$ cat config.mk
export PLATFORM = sky130hd
export DESIGN_NAME = predicate_tracker_flat
export DESIGN_NICKNAME = d
export VERILOG_FILES = /design/src/rtl/predicate_tracker_if.sv /design/src/rtl/predicate_tracker.sv /design/src/flat_wrapper.sv
export SDC_FILE = /design/constraint.sdc
export NUM_CORES = 1
export LEC_CHECK = 0
export CAP_MARGIN = 20
export CORE_MARGIN = 5
export CORE_UTILIZATION = 44
export DETAILED_ROUTE_END_ITERATION = 10
export GPL_TIMING_DRIVEN = 0
export PLACE_DENSITY = 0.95
export SKIP_CTS_REPAIR_TIMING = 1
export SYNTH_ARGS = -nofsm -noshare
export SYNTH_HDL_FRONTEND = slang
export SYNTH_SLANG_ARGS = --single-unit
$ cat constraint.sdc
create_clock -name clk -period 14 [get_ports clk]
set_input_delay 4.2 -clock clk [delete_from_list [all_inputs] [get_ports clk]]
set_output_delay 4.2 -clock clk [all_outputs]
set_load 0.1 [all_outputs]
$ cat src/rtl/predicate_tracker_if.sv
// rtl/predicate_tracker_if.sv - allocation, delivery, retire and status bundle for predicate_tracker
interface predicate_tracker_if #(
    parameter int DEPTH     = 8,
    parameter int NUM_PORTS = 2,
    parameter int DATA_W    = 64,
    parameter int CNT_W     = 16,
    parameter int IDX_W     = $clog2(DEPTH)
);
    logic                        flush;
    logic                        alloc_valid;
    logic [IDX_W-1:0]            alloc_idx;
    logic                        alloc_pred_en;
    logic                        alloc_pred_true;
    logic [NUM_PORTS-1:0]        deliv_valid;
    logic [NUM_PORTS*IDX_W-1:0]  deliv_idx;
    logic [NUM_PORTS*DATA_W-1:0] deliv_data;
    logic [DEPTH-1:0]            retire;
    logic [DEPTH-1:0]            pred_wait;
    logic [DEPTH-1:0]            pred_pass;
    logic [DEPTH-1:0]            pred_squash;
    logic [CNT_W-1:0]            squash_count;
    logic                        proto_err;

    modport master (
        output flush, alloc_valid, alloc_idx, alloc_pred_en, alloc_pred_true,
               deliv_valid, deliv_idx, deliv_data, retire,
        input  pred_wait, pred_pass, pred_squash, squash_count, proto_err
    );

    modport slave (
        input  flush, alloc_valid, alloc_idx, alloc_pred_en, alloc_pred_true,
               deliv_valid, deliv_idx, deliv_data, retire,
        output pred_wait, pred_pass, pred_squash, squash_count, proto_err
    );
endinterface

$ cat src/rtl/predicate_tracker.sv
// rtl/predicate_tracker.sv - per-slot predicate resolution for the reservation station
module predicate_tracker #(
    parameter int DEPTH     = 8,
    parameter int NUM_PORTS = 2,
    parameter int DATA_W    = 64,
    parameter int IDX_W     = $clog2(DEPTH),
    parameter int CNT_W     = 16
) (
    input  logic               clk,
    input  logic               rst,
    predicate_tracker_if.slave bus
);
    typedef enum logic [1:0] {S_IDLE, S_WAIT, S_PASS, S_FAIL} slot_state_t;

    slot_state_t      state_q [DEPTH];
    slot_state_t      state_d [DEPTH];
    logic [DEPTH-1:0] pol_q;
    logic [DEPTH-1:0] pol_d;
    logic [DEPTH-1:0] fail_enter;
    logic             err_set;
    logic [CNT_W-1:0] cnt_q;
    logic [CNT_W:0]   cnt_sum;
    logic             proto_err_q;

    // Per-slot next state: retire frees the slot, then allocation, then the winning delivery; flush overrides everything
    always_comb begin : next_state_logic
        logic        hit;
        logic        dbit;
        logic        match;
        logic        alloc_hit;
        slot_state_t base;
        err_set    = 1'b0;
        fail_enter = '0;
        hit        = 1'b0;
        dbit       = 1'b0;
        match      = 1'b0;
        alloc_hit  = 1'b0;
        base       = S_IDLE;
        for (int s = 0; s < DEPTH; s++) begin
            state_d[s] = state_q[s];
            pol_d[s]   = pol_q[s];
            hit        = 1'b0;
            dbit       = 1'b0;
            // Lowest-numbered port targeting this slot wins; any further port is a collision
            for (int p = 0; p < NUM_PORTS; p++) begin
                if (bus.deliv_valid[p] && bus.deliv_idx[p*IDX_W +: IDX_W] == IDX_W'(s)) begin
                    if (hit) begin
                        err_set = 1'b1;
                    end else begin
                        hit  = 1'b1;
                        dbit = bus.deliv_data[p*DATA_W];
                    end
                end
            end
            base = state_q[s];
            if (bus.retire[s]) begin
                if (state_q[s] == S_PASS || state_q[s] == S_FAIL) begin
                    base = S_IDLE;
                end else begin
                    err_set = 1'b1;
                end
            end
            state_d[s] = base;
            alloc_hit  = bus.alloc_valid && (bus.alloc_idx == IDX_W'(s));
            if (alloc_hit && base == S_IDLE) begin
                pol_d[s] = bus.alloc_pred_true;
                if (!bus.alloc_pred_en) begin
                    state_d[s] = S_PASS;
                    if (hit) begin
                        err_set = 1'b1;
                    end
                end else if (hit) begin
                    // Operand arrived together with the allocation: resolve against the new polarity
                    match         = bus.alloc_pred_true ? dbit : ~dbit;
                    state_d[s]    = match ? S_PASS : S_FAIL;
                    fail_enter[s] = ~match;
                end else begin
                    state_d[s] = S_WAIT;
                end
            end else begin
                if (alloc_hit) begin
                    err_set = 1'b1;
                end
                if (hit) begin
                    if (base == S_WAIT) begin
                        match         = pol_q[s] ? dbit : ~dbit;
                        state_d[s]    = match ? S_PASS : S_FAIL;
                        fail_enter[s] = ~match;
                    end else begin
                        err_set = 1'b1;
                    end
                end
            end
        end
        if (bus.flush) begin
            for (int s = 0; s < DEPTH; s++) begin
                state_d[s] = S_IDLE;
            end
            err_set    = 1'b0;
            fail_enter = '0;
        end
    end

    // Squash counter increment: one per slot entering FAIL, carry bit flags saturation
    always_comb begin
        cnt_sum = {1'b0, cnt_q};
        for (int s = 0; s < DEPTH; s++) begin
            cnt_sum = cnt_sum + {{CNT_W{1'b0}}, fail_enter[s]};
        end
    end

    // Slot state, polarity, saturating squash counter and sticky error register
    always_ff @(posedge clk or posedge rst) begin
        if (rst) begin
            for (int s = 0; s < DEPTH; s++) begin
                state_q[s] <= S_IDLE;
            end
            pol_q       <= '0;
            cnt_q       <= '0;
            proto_err_q <= 1'b0;
        end else begin
            for (int s = 0; s < DEPTH; s++) begin
                state_q[s] <= state_d[s];
            end
            pol_q       <= pol_d;
            cnt_q       <= cnt_sum[CNT_W] ? {CNT_W{1'b1}} : cnt_sum[CNT_W-1:0];
            proto_err_q <= proto_err_q | err_set;
        end
    end

    // Status outputs decode straight from registered state
    always_comb begin
        bus.pred_wait   = '0;
        bus.pred_pass   = '0;
        bus.pred_squash = '0;
        for (int s = 0; s < DEPTH; s++) begin
            bus.pred_wait[s]   = (state_q[s] == S_WAIT);
            bus.pred_pass[s]   = (state_q[s] == S_PASS);
            bus.pred_squash[s] = (state_q[s] == S_FAIL);
        end
        bus.squash_count = cnt_q;
        bus.proto_err    = proto_err_q;
    end
endmodule

$ cat src/flat_wrapper.sv
// flat-port wrapper written by rule: the top's interface ports become plain ports
module predicate_tracker_flat 
#(
    parameter int DEPTH     = 8,
    parameter int NUM_PORTS = 2,
    parameter int DATA_W    = 64,
    parameter int IDX_W     = $clog2(DEPTH),
    parameter int CNT_W     = 16
)
  (clk, rst, bus_flush, bus_alloc_valid, bus_alloc_idx, bus_alloc_pred_en, bus_alloc_pred_true, bus_deliv_valid, bus_deliv_idx, bus_deliv_data, bus_retire, bus_pred_wait, bus_pred_pass, bus_pred_squash, bus_squash_count, bus_proto_err);
  predicate_tracker_if #(.DEPTH(DEPTH), .NUM_PORTS(NUM_PORTS), .DATA_W(DATA_W), .CNT_W(CNT_W), .IDX_W(IDX_W)) bus_i ();
  input  logic clk;
  input  logic rst;
  input wire logic [$bits(bus_i.flush)-1:0] bus_flush;
  input wire logic [$bits(bus_i.alloc_valid)-1:0] bus_alloc_valid;
  input wire logic [$bits(bus_i.alloc_idx)-1:0] bus_alloc_idx;
  input wire logic [$bits(bus_i.alloc_pred_en)-1:0] bus_alloc_pred_en;
  input wire logic [$bits(bus_i.alloc_pred_true)-1:0] bus_alloc_pred_true;
  input wire logic [$bits(bus_i.deliv_valid)-1:0] bus_deliv_valid;
  input wire logic [$bits(bus_i.deliv_idx)-1:0] bus_deliv_idx;
  input wire logic [$bits(bus_i.deliv_data)-1:0] bus_deliv_data;
  input wire logic [$bits(bus_i.retire)-1:0] bus_retire;
  output wire logic [$bits(bus_i.pred_wait)-1:0] bus_pred_wait;
  output wire logic [$bits(bus_i.pred_pass)-1:0] bus_pred_pass;
  output wire logic [$bits(bus_i.pred_squash)-1:0] bus_pred_squash;
  output wire logic [$bits(bus_i.squash_count)-1:0] bus_squash_count;
  output wire logic [$bits(bus_i.proto_err)-1:0] bus_proto_err;
  assign bus_i.flush = bus_flush;
  assign bus_i.alloc_valid = bus_alloc_valid;
  assign bus_i.alloc_idx = bus_alloc_idx;
  assign bus_i.alloc_pred_en = bus_alloc_pred_en;
  assign bus_i.alloc_pred_true = bus_alloc_pred_true;
  assign bus_i.deliv_valid = bus_deliv_valid;
  assign bus_i.deliv_idx = bus_deliv_idx;
  assign bus_i.deliv_data = bus_deliv_data;
  assign bus_i.retire = bus_retire;
  assign bus_pred_wait = bus_i.pred_wait;
  assign bus_pred_pass = bus_i.pred_pass;
  assign bus_pred_squash = bus_i.pred_squash;
  assign bus_squash_count = bus_i.squash_count;
  assign bus_proto_err = bus_i.proto_err;
  predicate_tracker #(.DEPTH(DEPTH), .NUM_PORTS(NUM_PORTS), .DATA_W(DATA_W), .IDX_W(IDX_W), .CNT_W(CNT_W)) u_core (.clk(clk), .rst(rst), .bus(bus_i));
endmodule
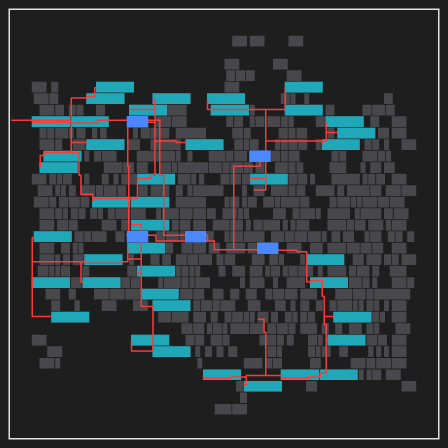
*Clock wires, drivers and flops, run 1*
- red: clock wires (length 555 um)
- cyan: flip-flops (count 41)
- blue: cells driving clock nets (count 5)
- routed clock nets: 6

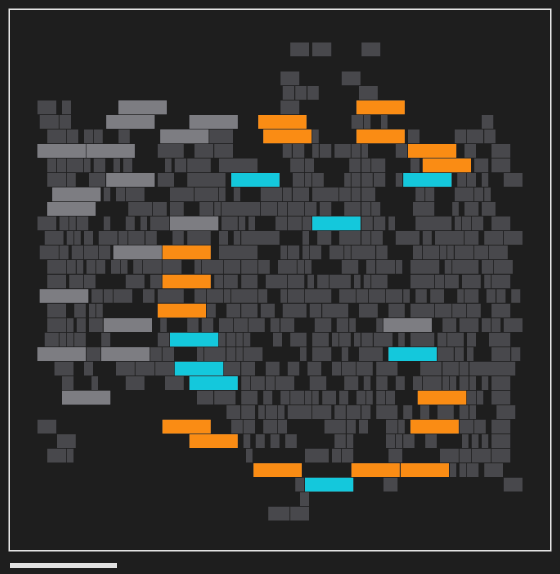
*Sequential cells grouped by signal name, run 1*
Bar = 20 um. Other sequential cells in the stronger gray, the rest of the logic in the fainter gray.
- orange: `u_core.state_q` (placed flops 16)
- cyan: `u_core.pol_q` (placed flops 8)

==> results_slide.txt, run 1 <==
Implementation Results

Placement
  • HPWL after DPL: between 8 and 9 mm
  • Routability cong.: 0.9306
  • Port bufs: 56

Clock network
  • Clk latency late pin: 0.30 ns
  • # clock sinks: about 41
  • H-tree depth: 2
  • TritonCTS clock tree: built
  • CTS Root Buffer Type: clkbuf_8
  • CTS Buffer Depth: 2
  • CTS buffer count: 5
  • Clk pin slew, worst setup/hold paths: around 0.090 ns

Yosys
  • Area figure in the yosys stat output: roughly 0.0037 sq mm
  • Syn Inst Count: about 440
  • Register share after synthesis: approximately 28%
  • Net Count, Synth: around 600
  • Fraction of registers with async set/reset: 100.0%
  • FF+latch count, synth: a little over 40
  • Ys Warns: 0
  • Count of different cell masters after synthesis: 68
  • Ys cells: 435
  • Number of enable flip-flop cells: 0
  • Syn avg cell area: ~8.4 sq um
  • Cell Area, Synth: 0.003660 sq mm
  • Dominant flop cell: dfrtp_1

Hold path
  • Worst min-delay path category: register to register
  • Hold Path Depth: 1

Routing
  • Iter 0 DRT Violations: approximately 340
  • Post-route DRC: 0
  • DR vias/cell: 6.247
  • Top Layer Used: met4
  • Met2 WL: ~5.0 mm
  • Routed wl met3: around 1.3 mm
  • Total wire length: 11.04 mm
  • Antenna viol nets, final: 0
  • Avg WL per Cell: between 15 and 20 um
  • Vias: approximately 3800
  • Drt pass-1 iters: 6
  • M1 WL: about 4.4 mm

Power
  • P_clk: 0.0000785 W
  • Leakage: roughly 1.8 nW
  • NetSw: 0.0001329 W
  • Seq pwr share: approximately two fifths
  • Seq. pwr: between 0.0001 and 0.00015 W
  • Internal power: roughly 0.00020 W
  • Clock power share: between 20% and 30%
  • P_comb: 0.000123 W
  • Pwr Density: approximately 76 mW/mm^2
  • Sw Share: 39.35%
  • Final Power: ~0.00034 W
  • Peak supply drop: about 63 uV
  • Logic pwr share: 36.3%
  • Max power group: registers

Finish
  • Antenna diodes: 0
  • FF+latch area: between 0.001 and 0.0015 sq mm
  • Comb area share: 54.96%
  • Comb gates: between 300 and 400
  • Top cell category: combinational gates
  • Clock network share of area: between 1.5 and 2%
  • Share of cells above drive strength 1: around 10%
  • P&R area growth vs syn: 21.30%
  • Clkbuf count: 6
  • Data buffer area share: between 15 and 20%
  • Number of non-clock buffers: approximately 80
  • Fill cells: between 700 and 800
  • Comb. cell area: 0.002440 sq mm
  • Non-clock inverter count: 20
  • Commonest Layout Cell: clkdlybuf4s50_1
  • Most instantiated logic cells after routing: 56 x clkdlybuf4s50_1, 41 x dfrtp_1, 37 x o21ai_0
  • Final nets: roughly 660

Run
  • # Max-Cap Violations: 0
  • Log Warnings: between 150 and 200

GRT
  • Gr ovfl total: 0
  • Grt met3 use: under 10%
  • GR Layer Usage met2: between 30% and 40%
  • Vias in the first global route: roughly 3800
  • First-pass GRT wire length: 17.91 mm
  • Busiest layer in global routing: met2
  • Initial antenna violation count: 0
  • GRT Overall Usage: 21.66%
  • Pin count of the biggest net entering global routing: roughly 42
  • GR Util met1: 25.86%

Critical path
  • Setup crit start: bus_deliv_valid[1]
  • CP required: approximately 14 ns
  • R2R depth: 17
  • CP Capture Point: u_core.bus.squash_count[8]
  • Crit path DAT: roughly 10 ns
  • Buf/Inv on CP: 3
  • Worst flop-to-flop path startpoint: u_core.state_q[15]
  • Worst path most repeated cell: fa_1
  • Critical Path Start Type: primary input
  • R2R setup slack: around 8.6 ns
  • Worst path max stage delay: approximately 0.64 ns
  • Nature of the critical path endpoint: register
  • Critical-path cell list: clkdlybuf4s50_1, nor4b_4, nand3_2, a21boi_0, and4b_1, o21ai_0, fa_1, fa_1, inv_1, fa_1, fa_1, fa_1, a21o_1, a21oi_1, clkbuf_1, nor3_1, nand4_1, o21ai_0
  • CP max-delay cell: clkdlybuf4s50_1
  • CP max FO: 10
  • Cell family with most CP delay: adder cells
  • Worst Path Class, Setup: primary input to register
  • Reg-to-Reg End: u_core.bus.squash_count[8]
  • WP depth: 18

Die
  • I/O pins: just under 200
  • Die height: 101.2 um
  • Die x size: 101.2 um
  • Chip area: roughly 0.010 sq mm
  • Initial Util: around 45%
  • Core area: around 0.008 sq mm

Final timing
  • Final hold viol count: 0
  • Finish-stage setup viols: 0
  • F_max: around 100 MHz
  • Setup Skew: approximately 0.0098 ns
  • Fin crit period: around 9.9 ns
  • Cycle use final: between 70% and 80%
  • RSZ-0062 raised after global routing: no
  • Sum of negative setup slack: 0 ns
  • Slew headroom: between 30% and 40%
  • Slew Viols, Final: 0
  • Hold_ws: about 0.53 ns
  • Worst-Margin Slew: just over 1 ns

Status
  • Status: finished clean
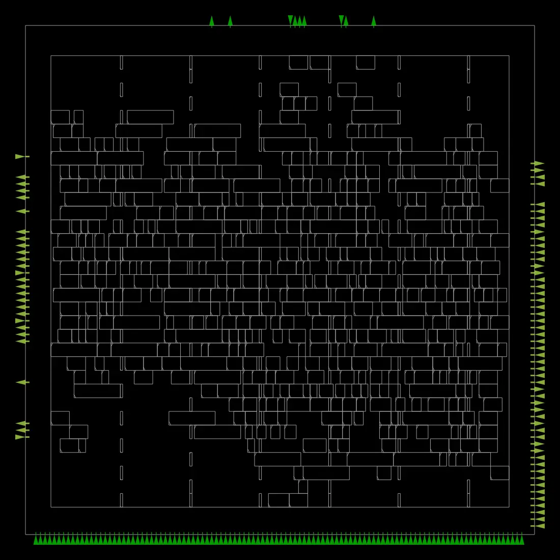
*Placed standard cells, run 1*
# Taps: 105
row cnt: 33
flop share of the area: 23.11%
registers: 41

-- run 1: stage by stage --
stage	setup slack (ns)	cell area, sq um	instances	util [%]
final	4.129	4439	604	54.30
after global routing	3.739	4439	604	54.30
after CTS	4.152	4439	604	54.30
after detailed placement	3.845	4352	596	53.23
after global placement	4.073	4352	596	53.23
after floorplan	4.993	3660	435	-
-- run 1: synthesized netlist by cell type, drive strengths merged (12+ instances only) --
library cell	n	area, sq um
dfrtp	41	1026
o21ai	38	190.2
nand2	36	135.1
nand3	22	115.1
nor2	22	82.58
inv	20	75.07
nor2b	17	106.4
a21oi	15	75.07
and2	13	83.83
or3	13	81.33
buf	12	73.82
clkbuf	12	45.04
mux2	12	135.1
nand2b	12	75.07
-- run 1: sequential cells by signal (all words and copies together), names as in the netlist --
register / count
u_core.bus.proto_err: 1
u_core.bus.squash_count: 16
u_core.pol_q: 8
u_core.state_q: 16
-- run 1: worst min-delay path by stage --
stage,slack [ns],endpoint,startpoint
2_1_floorplan,0.48,u_core.pol_q[2],u_core.pol_q[2]
3_3_place_gp,0.50,u_core.pol_q[2],u_core.pol_q[2]
3_5_place_dp,0.51,u_core.pol_q[6],u_core.pol_q[6]
4_1_cts,0.53,u_core.pol_q[2],u_core.pol_q[2]
5_1_grt,0.55,u_core.pol_q[2],u_core.pol_q[2]
6_report,0.53,u_core.pol_q[6],u_core.pol_q[6]
-- run 1: kinds of logic after synthesis --
group,synth area share (%)
AND-OR/OR-AND,20.62
XOR/XNOR,1.915
adder cells (fa/ha/maj),4.786
buffers and inverters,5.299
flip-flops,28.03
multiplexers,4.786
AND/OR/NAND/NOR,34.56
### Sizing map, run 1

Bar = 20 um.
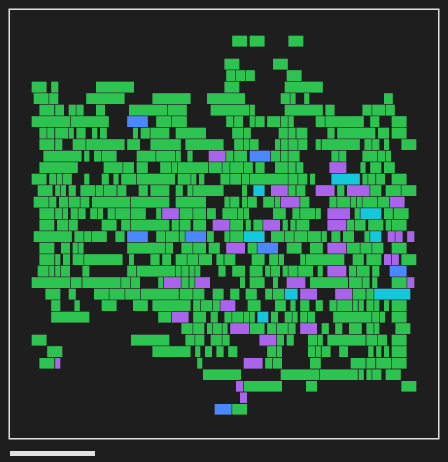

==> inputs of run 2 (changes only) <==
--- a/config.mk
+++ b/config.mk
@@ -7,10 +7,10 @@
 export LEC_CHECK = 0
 export CAP_MARGIN = 20
 export CORE_MARGIN = 5
-export CORE_UTILIZATION = 44
+export CORE_UTILIZATION = 36
 export DETAILED_ROUTE_END_ITERATION = 10
 export GPL_TIMING_DRIVEN = 0
-export PLACE_DENSITY = 0.95
+export PLACE_DENSITY = 0.87
 export SKIP_CTS_REPAIR_TIMING = 1
 export SYNTH_ARGS = -nofsm -noshare
 export SYNTH_HDL_FRONTEND = slang
==> constraint.sdc (replaced) <==
create_clock -name clk -period 8.9 [get_ports clk]
set_input_delay 2.67 -clock clk [delete_from_list [all_inputs] [get_ports clk]]
set_output_delay 2.67 -clock clk [all_outputs]
set_load 0.1 [all_outputs]
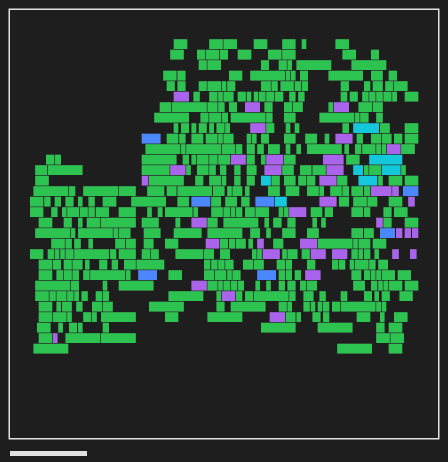
*Sizing map, run 2*
Bar = 20 um.
- cyan: drive 3 to 4 (cells 7; share 1.4%; most used or4b_4)
- green: drive 1 or less (cells 448; share 90%; most used clkdlybuf4s50_1)
- purple: drive 2 (cells 37; share 7.4%; most used mux2_2)
- blue: drive 6 and up (cells 7; share 1.4%; most used clkbuf_8)
number of non-clock buffers: 80
P&R area growth vs syn: 22.22%
Final Cell Area: 0.004473 sq mm
setup slack after layout: 0.4928 ns

==> run 2 against run 1 <==
Net effect: via count increased by 0.72%; critical path type unchanged; total power increased by 59%; sequential share of layout area fell by 0.17 points; die area increased by 20%; synthesized area unchanged; largest cell class unchanged; clock skew is 0.0024 ns higher; setup slack worse by 3.6 ns; combinational power grew 57%; utilization down 9.0 points; sequential cell count unchanged; first-iteration DRC count shrank 13%; non-clock buffer count unchanged; largest power group unchanged.
==> results_slide.txt, run 2 <==
Implementation Results

Status
  • Status: finished clean

Routing
  • Post-route DRC: 0 (unchanged)
  • Top Layer Used: met4
  • Vias: 3800 (+0.72%)
  • M1 WL: 4.676 mm (+5.9%)
  • Drt pass-1 iters: 7 (+1)
  • Total wire length: 11.49 mm (+4.1%)
  • Iter 0 DRT Violations: 293 (-13%)
  • Avg WL per Cell: 18.18 um (-0.52%)
  • DR vias/cell: 6.013 (-3.7%)
  • Met2 WL: 5.375 mm (+7.6%)
  • Antenna viol nets, final: 0 (unchanged)
  • Routed wl met3: 1.191 mm (-6.6%)

Final timing
  • Cycle use final: 94.46%
  • Final hold viol count: 0 (unchanged)
  • F_max: around 120 MHz
  • Slew Viols, Final: 0 (unchanged)
  • Fin crit period: 8.407 ns
  • Slew headroom: 31.87% (-0.75 points)
  • Sum of negative setup slack: 0 ns (unchanged)
  • Worst-Margin Slew: 1.019 ns (+0.01115 ns)
  • Setup Skew: 0.01220 ns (+0.002418 ns)
  • Finish-stage setup viols: 0 (unchanged)
  • RSZ-0062 raised after global routing: no

GRT
  • Initial antenna violation count: 0 (unchanged)
  • GRT Overall Usage: 17.96% (-3.7 points)
  • Gr ovfl total: 0 (unchanged)
  • First-pass GRT wire length: 18.50 mm (+3.3%)
  • Vias in the first global route: 3851 (+1.3%)
  • Busiest layer in global routing: met2
  • GR Util met1: 21.72% (-4.1 points)
  • Grt met3 use: 5.677% (-2.2 points)
  • GR Layer Usage met2: 29.94% (-5.0 points)
  • Pin count of the biggest net entering global routing: 42 (unchanged)

Yosys
  • Cell Area, Synth: 0.003660 sq mm (unchanged)
  • Ys Warns: 0 (unchanged)
  • Fraction of registers with async set/reset: 100.0% (unchanged)
  • Most frequent cells after synthesis: 41 x dfrtp_1, 37 x o21ai_0, 36 x nand2_1
  • Area figure in the yosys stat output: 0.003660 sq mm (unchanged)
  • FF+latch count, synth: 41 (unchanged)
  • Count of different cell masters after synthesis: 68 (unchanged)
  • Net Count, Synth: 599 (unchanged)
  • Syn Inst Count: 435 (unchanged)
  • Area contributors post-synth: dfrtp_1 28%, o21ai_0 5.1%, nand2_1 3.7%
  • Top-area cell type share of the netlist area: 28.03% (unchanged)
  • Leading area contributor after synthesis: dfrtp_1
  • Number of enable flip-flop cells: 0 (unchanged)
  • Count leader, synth: dfrtp_1
  • Ys cells: 435 (unchanged)
  • Register share after synthesis: 28.03% (unchanged)
  • Syn avg cell area: 8.413 sq um (unchanged)

Critical path
  • Critical-path cell list: clkdlybuf4s50_1, nor4b_4, nand3_2, a21boi_0, and4b_1, o21ai_0, fa_1, fa_1, inv_1, fa_1, fa_1, fa_1, a21o_1, a21oi_1, clkbuf_1, nor3_1, nand4_1, nand3_1
  • CP required: 9.08 ns (-5.09 ns)
  • Cell family with most CP delay: adder cells
  • Buf/Inv on CP: 3 (unchanged)
  • Crit path DAT: 8.59 ns (-1.45 ns)
  • R2R depth: 17 (unchanged)
  • CP max FO: 10 (unchanged)
  • WP depth: 18 (unchanged)
  • Nature of the critical path endpoint: register
  • Worst path max stage delay: 0.67 ns (+0.03 ns)
  • Critical Path Start Type: primary input
  • Worst path most repeated cell: fa_1
  • CP max-delay cell: clkdlybuf4s50_1
  • Worst Path Class, Setup: primary input to register

Die
  • Die height: 110.8 um (+9.5%)
  • Chip area: 0.01228 sq mm (+20%)
  • Die x size: 110.8 um (+9.5%)
  • I/O pins: 194 (unchanged)
  • Core area: 0.009864 sq mm (+21%)
  • Initial Util: 37.10% (-7.7 points)
  • Row cnt: 36 (+9.1%)

Placement
  • Area after DPL: 0.004387 sq mm (+0.81%)
  • Port bufs: 56 (unchanged)
  • Routability cong.: 0.9447 (+1.5%)
  • HPWL after DPL: 8.585 mm (+2.9%)

Clock network
  • Clk pin slew, worst setup/hold paths: 0.09 ns (about the same)
  • CTS buffer count: 5 (unchanged)
  • CTS Buffer Depth: 2 (unchanged)
  • Clk latency late pin: 0.31 ns (about the same)
  • H-tree depth: 2 (unchanged)
  • CTS Root Buffer Type: clkbuf_8
  • # clock sinks: 41 (unchanged)
  • TritonCTS clock tree: built

Finish
  • Share of cells above drive strength 1: 10.22% (+0.20 points)
  • Final Util: 45.35% (-9.0 points)
  • Fill cells: 948 (+28%)
  • Antenna diodes: 0 (unchanged)
  • Commonest Layout Cell: clkdlybuf4s50_1
  • Final nets: 662 (unchanged)

Power
  • Pwr Density: 119.8 mW/mm^2 (+58%)
  • Leakage: 1.766 nW (+0.37%)
  • Peak supply drop: 96.76 uV (+54%)

Hold path
  • Worst min-delay path category: register to register
  • Hold Path Depth: 1 (unchanged)

Run
  • # Max-Cap Violations: 0 (unchanged)
  • Log Warnings: 152 (unchanged)
run 2: cell counts after synthesis:
No cell type changed its count.
run 2: layout make-up:
cell class / count / area (sq um) / area share (%)
clock buffers: 5 / 68.82 / 1.538
flip-flops and latches: 41 / 1026 / 22.94
plain buffers: 24 / 118.9 / 2.657
well taps: 133 / 166.4 / 3.720
inverters: 20 / 75.07 / 1.678
multi-input cells: 350 / 2440 / 54.55
clock inverters: 3 / 17.52 / 0.3916
repair buffers: 56 / 560.5 / 12.53
run 2: cell families after synthesis:
group	synth area share, %
buffers and inverters	5.299
and+or+nand+nor	34.56
muxes	4.786
AOI/OAI and AO/OA	20.62
adders and majority gates	4.786
xor gates and xnor gates	1.915
DFF	28.03
run 2: worst paths after layout:
path	start	end	slack [ns]
max	bus_deliv_valid[1]	u_core.bus.squash_count[9]	0.49
min	u_core.pol_q[2]	u_core.pol_q[2]	0.54
max reg2reg	u_core.state_q[15]	u_core.bus.squash_count[9]	3.43
min reg2reg	u_core.pol_q[2]	u_core.pol_q[2]	0.54
max in group asynchronous	rst	u_core.state_q[3]	5.46
min in group asynchronous	rst	u_core.bus.squash_count[12]	2.87
run 2: power breakdown:
| part | switching, W | leakage, nW | internal, W |
|---|---|---|---|
| clock network | 0.0000735 | 0.0439 | 0.0000543 |
| registers | 0.0000131 | 0.535 | 0.000203 |
| logic | 0.000129 | 1.19 | 0.0000636 |
| total | 0.000216 | 1.77 | 0.000320 |
run 2: metrics by stage:
step                cells  worst slack, ns  hold WS, ns  total power, W
floorplan             435            1.423       0.4833       0.0003563
global placement      624           0.4043       0.4952       0.0004038
detailed placement    624           0.2793       0.5108       0.0004094
CTS                   632           0.6087       0.5304       0.0005354
global route          632           0.1544       0.5495       0.0005634
finish                632           0.4928       0.5360       0.0005360
Power is estimated from default activity; no workload was simulated.
